[src/rtl/addsub_calc_display.sv]
// addsub_calc_display: W-bit two's-complement add/subtract with a registered
// (W+1)-bit exact result, a sequential double-dabble binary-to-BCD converter
// and a 4-digit active-low multiplexed seven-segment scanner.
module addsub_calc_display #(
  parameter int W       = 3,
  parameter int REFRESH = 1000
) (
  input  logic         clk,
  input  logic         rst,
  input  logic         go,
  input  logic         sub,
  input  logic [W-1:0] a,
  input  logic [W-1:0] b,
  output logic         busy,
  output logic         done,
  output logic [W:0]   result,
  output logic         ov,
  output logic [6:0]   seg,
  output logic [3:0]   an
);

  localparam int            CW         = $clog2(REFRESH);
  localparam logic [CW-1:0] CNT_LAST   = CW'(REFRESH - 1);
  localparam logic [3:0]    SHIFT_LAST = 4'(W);
  localparam logic [6:0]    SEG_BLANK  = 7'b1111111;
  localparam logic [6:0]    SEG_MINUS  = 7'b0111111;

  typedef enum logic [1:0] {
    IDLE = 2'd0,
    CALC = 2'd1,
    CONV = 2'd2,
    LOAD = 2'd3
  } state_t;

  // Double-dabble nibble correction applied before each shift.
  function automatic logic [3:0] add3_ge5(input logic [3:0] n);
    logic [3:0] r;
    if (n >= 4'd5) r = n + 4'd3;
    else           r = n;
    return r;
  endfunction

  // Decimal digit to active-low {g,f,e,d,c,b,a} pattern; non-decimal is blank.
  function automatic logic [6:0] digit_seg(input logic [3:0] d);
    logic [6:0] s;
    case (d)
      4'd0:    s = 7'b1000000;
      4'd1:    s = 7'b1111001;
      4'd2:    s = 7'b0100100;
      4'd3:    s = 7'b0110000;
      4'd4:    s = 7'b0011001;
      4'd5:    s = 7'b0010010;
      4'd6:    s = 7'b0000010;
      4'd7:    s = 7'b1111000;
      4'd8:    s = 7'b0000000;
      4'd9:    s = 7'b0010000;
      default: s = SEG_BLANK;
    endcase
    return s;
  endfunction

  state_t        state_q, state_d;
  logic [W-1:0]  a_q, a_d, b_q, b_d;
  logic          sub_q, sub_d;
  logic [W:0]    result_q, result_d;
  logic          ov_q, ov_d;
  logic          sign_q, sign_d;
  logic [11:0]   bcd_q, bcd_d;
  logic [W:0]    bin_q, bin_d;
  logic [3:0]    shift_q, shift_d;
  logic [3:0]    hund_q, hund_d, tens_q, tens_d, ones_q, ones_d;
  logic          neg_q, neg_d;
  logic          busy_q, busy_d, done_q, done_d;
  logic [CW-1:0] cnt_q, cnt_d;
  logic [1:0]    idx_q, idx_d;
  logic          lit_q, lit_d;
  logic [6:0]    seg_q, seg_d;
  logic [3:0]    an_q, an_d;

  logic [W:0]    a_ext_s, b_ext_s, sum_s, mag_s;
  logic [11:0]   bcd_adj_s;
  logic          wrap_s;

  // Full-precision sum/difference of the captured operands and its magnitude.
  always_comb begin
    a_ext_s = {a_q[W-1], a_q};
    b_ext_s = {b_q[W-1], b_q};
    if (sub_q) sum_s = a_ext_s - b_ext_s;
    else       sum_s = a_ext_s + b_ext_s;
    // -2^W maps to 2^W, which is exact as a (W+1)-bit unsigned value.
    if (sum_s[W]) mag_s = (~sum_s) + {{W{1'b0}}, 1'b1};
    else          mag_s = sum_s;
  end

  // FSM next state, operand capture, result register, converter and display load.
  always_comb begin
    state_d   = state_q;
    a_d       = a_q;
    b_d       = b_q;
    sub_d     = sub_q;
    result_d  = result_q;
    ov_d      = ov_q;
    sign_d    = sign_q;
    bcd_d     = bcd_q;
    bin_d     = bin_q;
    shift_d   = shift_q;
    hund_d    = hund_q;
    tens_d    = tens_q;
    ones_d    = ones_q;
    neg_d     = neg_q;
    bcd_adj_s = {add3_ge5(bcd_q[11:8]), add3_ge5(bcd_q[7:4]), add3_ge5(bcd_q[3:0])};
    case (state_q)
      IDLE: begin
        if (go) begin
          a_d     = a;
          b_d     = b;
          sub_d   = sub;
          state_d = CALC;
        end else begin
          state_d = IDLE;
        end
      end
      CALC: begin
        result_d = sum_s;
        ov_d     = sum_s[W] ^ sum_s[W-1];
        sign_d   = sum_s[W];
        bin_d    = mag_s;
        bcd_d    = 12'd0;
        shift_d  = 4'd0;
        state_d  = CONV;
      end
      CONV: begin
        bcd_d   = {bcd_adj_s[10:0], bin_q[W]};
        bin_d   = {bin_q[W-1:0], 1'b0};
        shift_d = shift_q + 4'd1;
        if (shift_q == SHIFT_LAST) state_d = LOAD;
        else                       state_d = CONV;
      end
      LOAD: begin
        hund_d  = bcd_q[11:8];
        tens_d  = bcd_q[7:4];
        ones_d  = bcd_q[3:0];
        neg_d   = sign_q;
        state_d = IDLE;
      end
      default: state_d = IDLE;
    endcase
    busy_d = (state_d != IDLE);
    done_d = (state_d == LOAD);
  end

  // Free-running digit scanner; patterns use the next display values so a LOAD
  // shows up on the edge that leaves LOAD.
  always_comb begin
    wrap_s = (cnt_q == CNT_LAST);
    if (wrap_s) begin
      cnt_d = '0;
      lit_d = 1'b1;
      if (lit_q) idx_d = idx_q + 2'd1;
      else       idx_d = 2'd0;
    end else begin
      cnt_d = cnt_q + CW'(1);
      lit_d = lit_q;
      idx_d = idx_q;
    end
    seg_d = SEG_BLANK;
    an_d  = 4'b1111;
    if (lit_d) begin
      case (idx_d)
        2'd0: begin
          an_d  = 4'b1110;
          seg_d = digit_seg(ones_d);
        end
        2'd1: begin
          an_d = 4'b1101;
          if (hund_d == 4'd0 && tens_d == 4'd0) seg_d = SEG_BLANK;
          else                                  seg_d = digit_seg(tens_d);
        end
        2'd2: begin
          an_d = 4'b1011;
          if (hund_d == 4'd0) seg_d = SEG_BLANK;
          else                seg_d = digit_seg(hund_d);
        end
        2'd3: begin
          an_d = 4'b0111;
          if (neg_d) seg_d = SEG_MINUS;
          else       seg_d = SEG_BLANK;
        end
        default: begin
          an_d  = 4'b1111;
          seg_d = SEG_BLANK;
        end
      endcase
    end else begin
      seg_d = SEG_BLANK;
      an_d  = 4'b1111;
    end
  end

  // State and output registers with synchronous reset.
  always_ff @(posedge clk) begin
    if (rst) begin
      state_q  <= IDLE;
      a_q      <= '0;
      b_q      <= '0;
      sub_q    <= 1'b0;
      result_q <= '0;
      ov_q     <= 1'b0;
      sign_q   <= 1'b0;
      bcd_q    <= 12'd0;
      bin_q    <= '0;
      shift_q  <= 4'd0;
      hund_q   <= 4'd0;
      tens_q   <= 4'd0;
      ones_q   <= 4'd0;
      neg_q    <= 1'b0;
      busy_q   <= 1'b0;
      done_q   <= 1'b0;
      cnt_q    <= '0;
      idx_q    <= 2'd0;
      lit_q    <= 1'b0;
      seg_q    <= SEG_BLANK;
      an_q     <= 4'b1111;
    end else begin
      state_q  <= state_d;
      a_q      <= a_d;
      b_q      <= b_d;
      sub_q    <= sub_d;
      result_q <= result_d;
      ov_q     <= ov_d;
      sign_q   <= sign_d;
      bcd_q    <= bcd_d;
      bin_q    <= bin_d;
      shift_q  <= shift_d;
      hund_q   <= hund_d;
      tens_q   <= tens_d;
      ones_q   <= ones_d;
      neg_q    <= neg_d;
      busy_q   <= busy_d;
      done_q   <= done_d;
      cnt_q    <= cnt_d;
      idx_q    <= idx_d;
      lit_q    <= lit_d;
      seg_q    <= seg_d;
      an_q     <= an_d;
    end
  end

  assign busy   = busy_q;
  assign done   = done_q;
  assign result = result_q;
  assign ov     = ov_q;
  assign seg    = seg_q;
  assign an     = an_q;

endmodule

[config.mk]
export PLATFORM = sky130hd
export DESIGN_NAME = addsub_calc_display
export DESIGN_NICKNAME = d
export VERILOG_FILES = /design/src/rtl/addsub_calc_display.sv
export SDC_FILE = /design/constraint.sdc
export NUM_CORES = 1
export LEC_CHECK = 0
export CORE_AREA = 2 2 96 98
export CTS_CLUSTER_DIAMETER = 60
export DETAILED_ROUTE_END_ITERATION = 10
export DIE_AREA = 0 0 98 100
export GPL_TIMING_DRIVEN = 0
export SETUP_SLACK_MARGIN = 0.15
export SLEW_MARGIN = 40
export SYNTH_ARGS = -nofsm -noshare
export SYNTH_HDL_FRONTEND = slang
export SYNTH_SLANG_ARGS = --single-unit
[constraint.sdc]
create_clock -name clk -period 4.3 [get_ports clk]
set_clock_uncertainty 0.05 [all_clocks]
set_input_delay 0.86 -clock clk [delete_from_list [all_inputs] [get_ports clk]]
set_output_delay 0.86 -clock clk [all_outputs]
set_load 0.005 [all_outputs]
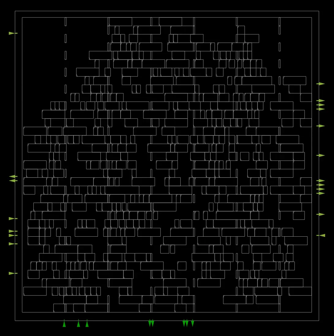
Fig. 1. Placed standard cells.
Final Util: 0.505
filler cell count: 851
fin cells: 603
core area: 8890 um^2

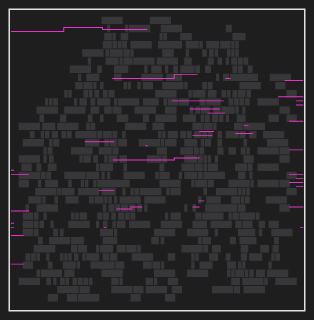
Fig. 2. Signal wires on met3.
(3 px per um) Cells faint in the background.
- wire length on this layer: 251 um
- nets with wire on the layer: 31
- longest straight run: 20.5 um
Vias: 3217
drt total wl: 8150 um

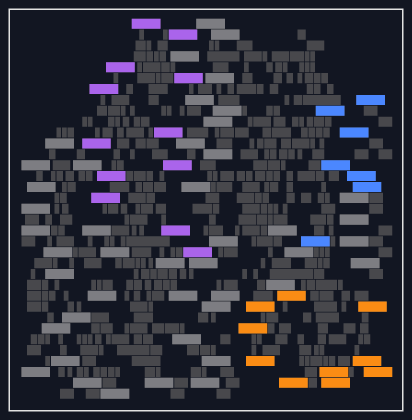
Fig. 3. Sequential cells grouped by signal name.
(4 px per um)
- blue: `seg` (flops 7)
- orange: `cnt_q` (flops 10; where lower right)
- purple: `bcd_q` (flops 12)
Storage cell area: 1460 um^2
flop share of the area: 0.326
Power Sequential: 711 uW

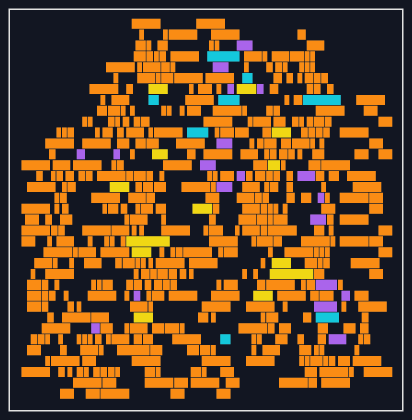
Fig. 4. Sizing map.
(4 px per um)
- orange: drive 1 or less (cells 452; share 92%; most used dfxtp_1)
- purple: drive 2 (cells 19; share 3.9%; most used mux2_2)
- yellow: drive 6 and up (cells 13; share 2.6%; most used clkbuf_8)
- cyan: drive 3 to 4 (cells 8; share 1.6%)
Layout area overhead: 15.9%
Finished Cell Area: 4490 um^2
Signal buffers: 45
setup ws final: 1.19 ns

==> metrics.cfg <==
[yosys]
area_leaders=dfxtp_1 38%, ha_1 9.4%, nor2_1 6.3%
synthDistinctLibCells=52
ys_sh_xor=0.0443
numSynthFlops=73
ys_area_um2=3870
flop_cell=dfxtp_1
ys_seq_share=0.378
synth-cells-yosys=450

[place]
gp_congestion=0.868
placed_cell_area_um2=4270

[critical_path]
arrival_ns=3.34
cp.depth=9
slowest_stage=mux2i_1
startpoint_type=register
cpMostUsedCell=ha_1
worst-path-buf-inv=2
cp-end-kind=register

[final_timing]
worst-slew-pin-transition_ns=0.674
fmax_ghz=0.321
slew_violations=0
period_used_share=0.724

[min_path]
hold_end=cnt_q[0]$_SDFF_PP0_
min_from=cnt_q[0]$_SDFF_PP0_

[grt]
grtUsageMet1=0.227
grt_pass1_wl_um=13800
gr-usage-met3=0.0383
antenna_found_initial=0

[detailed_routing]
vias_per_cell=5.33
wire_per_inst_um=13.5
drcViolationCount=0
met2_wirelength_um=3760
dr.max_layer_used=met4

[clock_tree]
cts_tree=yes
postCtsHoldBufs=0
post_cts_resized=0
cts.root.buffer_cell=clkbuf_8
clock_sinks=73
cts_made_buffers=9

[run_status]
status=completed

[final_layout]
drive_gt1_frac=0.0813
nets=527

[pwr]
power_mw=1.51

[die]
die_w_um=98
num_io_pins=28

==> synth_stat cells, drive strengths merged, types with 2 or more instances <==
cell type and count:
nor2 65, nand3b 2, a31oi 6, ha 29, buf 8, xor2 7, nand2b 8, clkbuf 11
o211ai 5, nor2b 4, a21oi 35, mux2 8, a32oi 3, or3 3, nor3 12, o22ai 3
nand3 20, mux2i 17, or2 4, o21ai 18, and3 3, a22oi 7, o31ai 2, a211oi 5
xnor2 10, dfxtp 73, nand4 3, a21o 2, inv 27, a211o 2, o221ai 2, nand2 34
==> worst reg2reg max path, stage by stage (launching register included) <==
cell      delay [ns]
dfxtp_1         0.38
ha_1            0.20
buf_6           0.18
buf_2           0.28
mux2i_1         0.63
ha_1            0.35
nand4_1         0.25
a211o_1         0.35
o2111a_1        0.24
a31oi_1         0.14
==> through the flow <==
step | setup slack (ns) | utilization | instances
final | 1.19 | 0.505 | 603
after global routing | 0.914 | 0.505 | 603
after CTS | 1.19 | 0.505 | 603
after detailed placement | 1.22 | 0.480 | 587
after global placement | 1.18 | 0.480 | 587
after floorplan | 1.72 | - | 450
==> layout make-up <==
type | instances | area, um^2
fill | 851 | 4400
multi-input combinational | 331 | 2220
sequential | 73 | 1460
timing repair buffer | 26 | 260
tap | 111 | 139
clock buffer | 9 | 124
inverter | 27 | 101
clock inverter | 7 | 93.8
buffer | 19 | 86.3
==> cells by family after synthesis <==
family,count (synthesis)
and+or+nand+nor,160
AOI/OAI and AO/OA,98
DFF,73
buffers and inverters,46
adders and majority gates,30
muxes,25
xor gates and xnor gates,18
==> power by group <==
group	switching (mW)	total (mW)	internal, mW
registers	0.0142	0.711	0.696
clock network	0.274	0.600	0.327
logic	0.112	0.201	0.0894
Power and IR drop assume default switching activity.
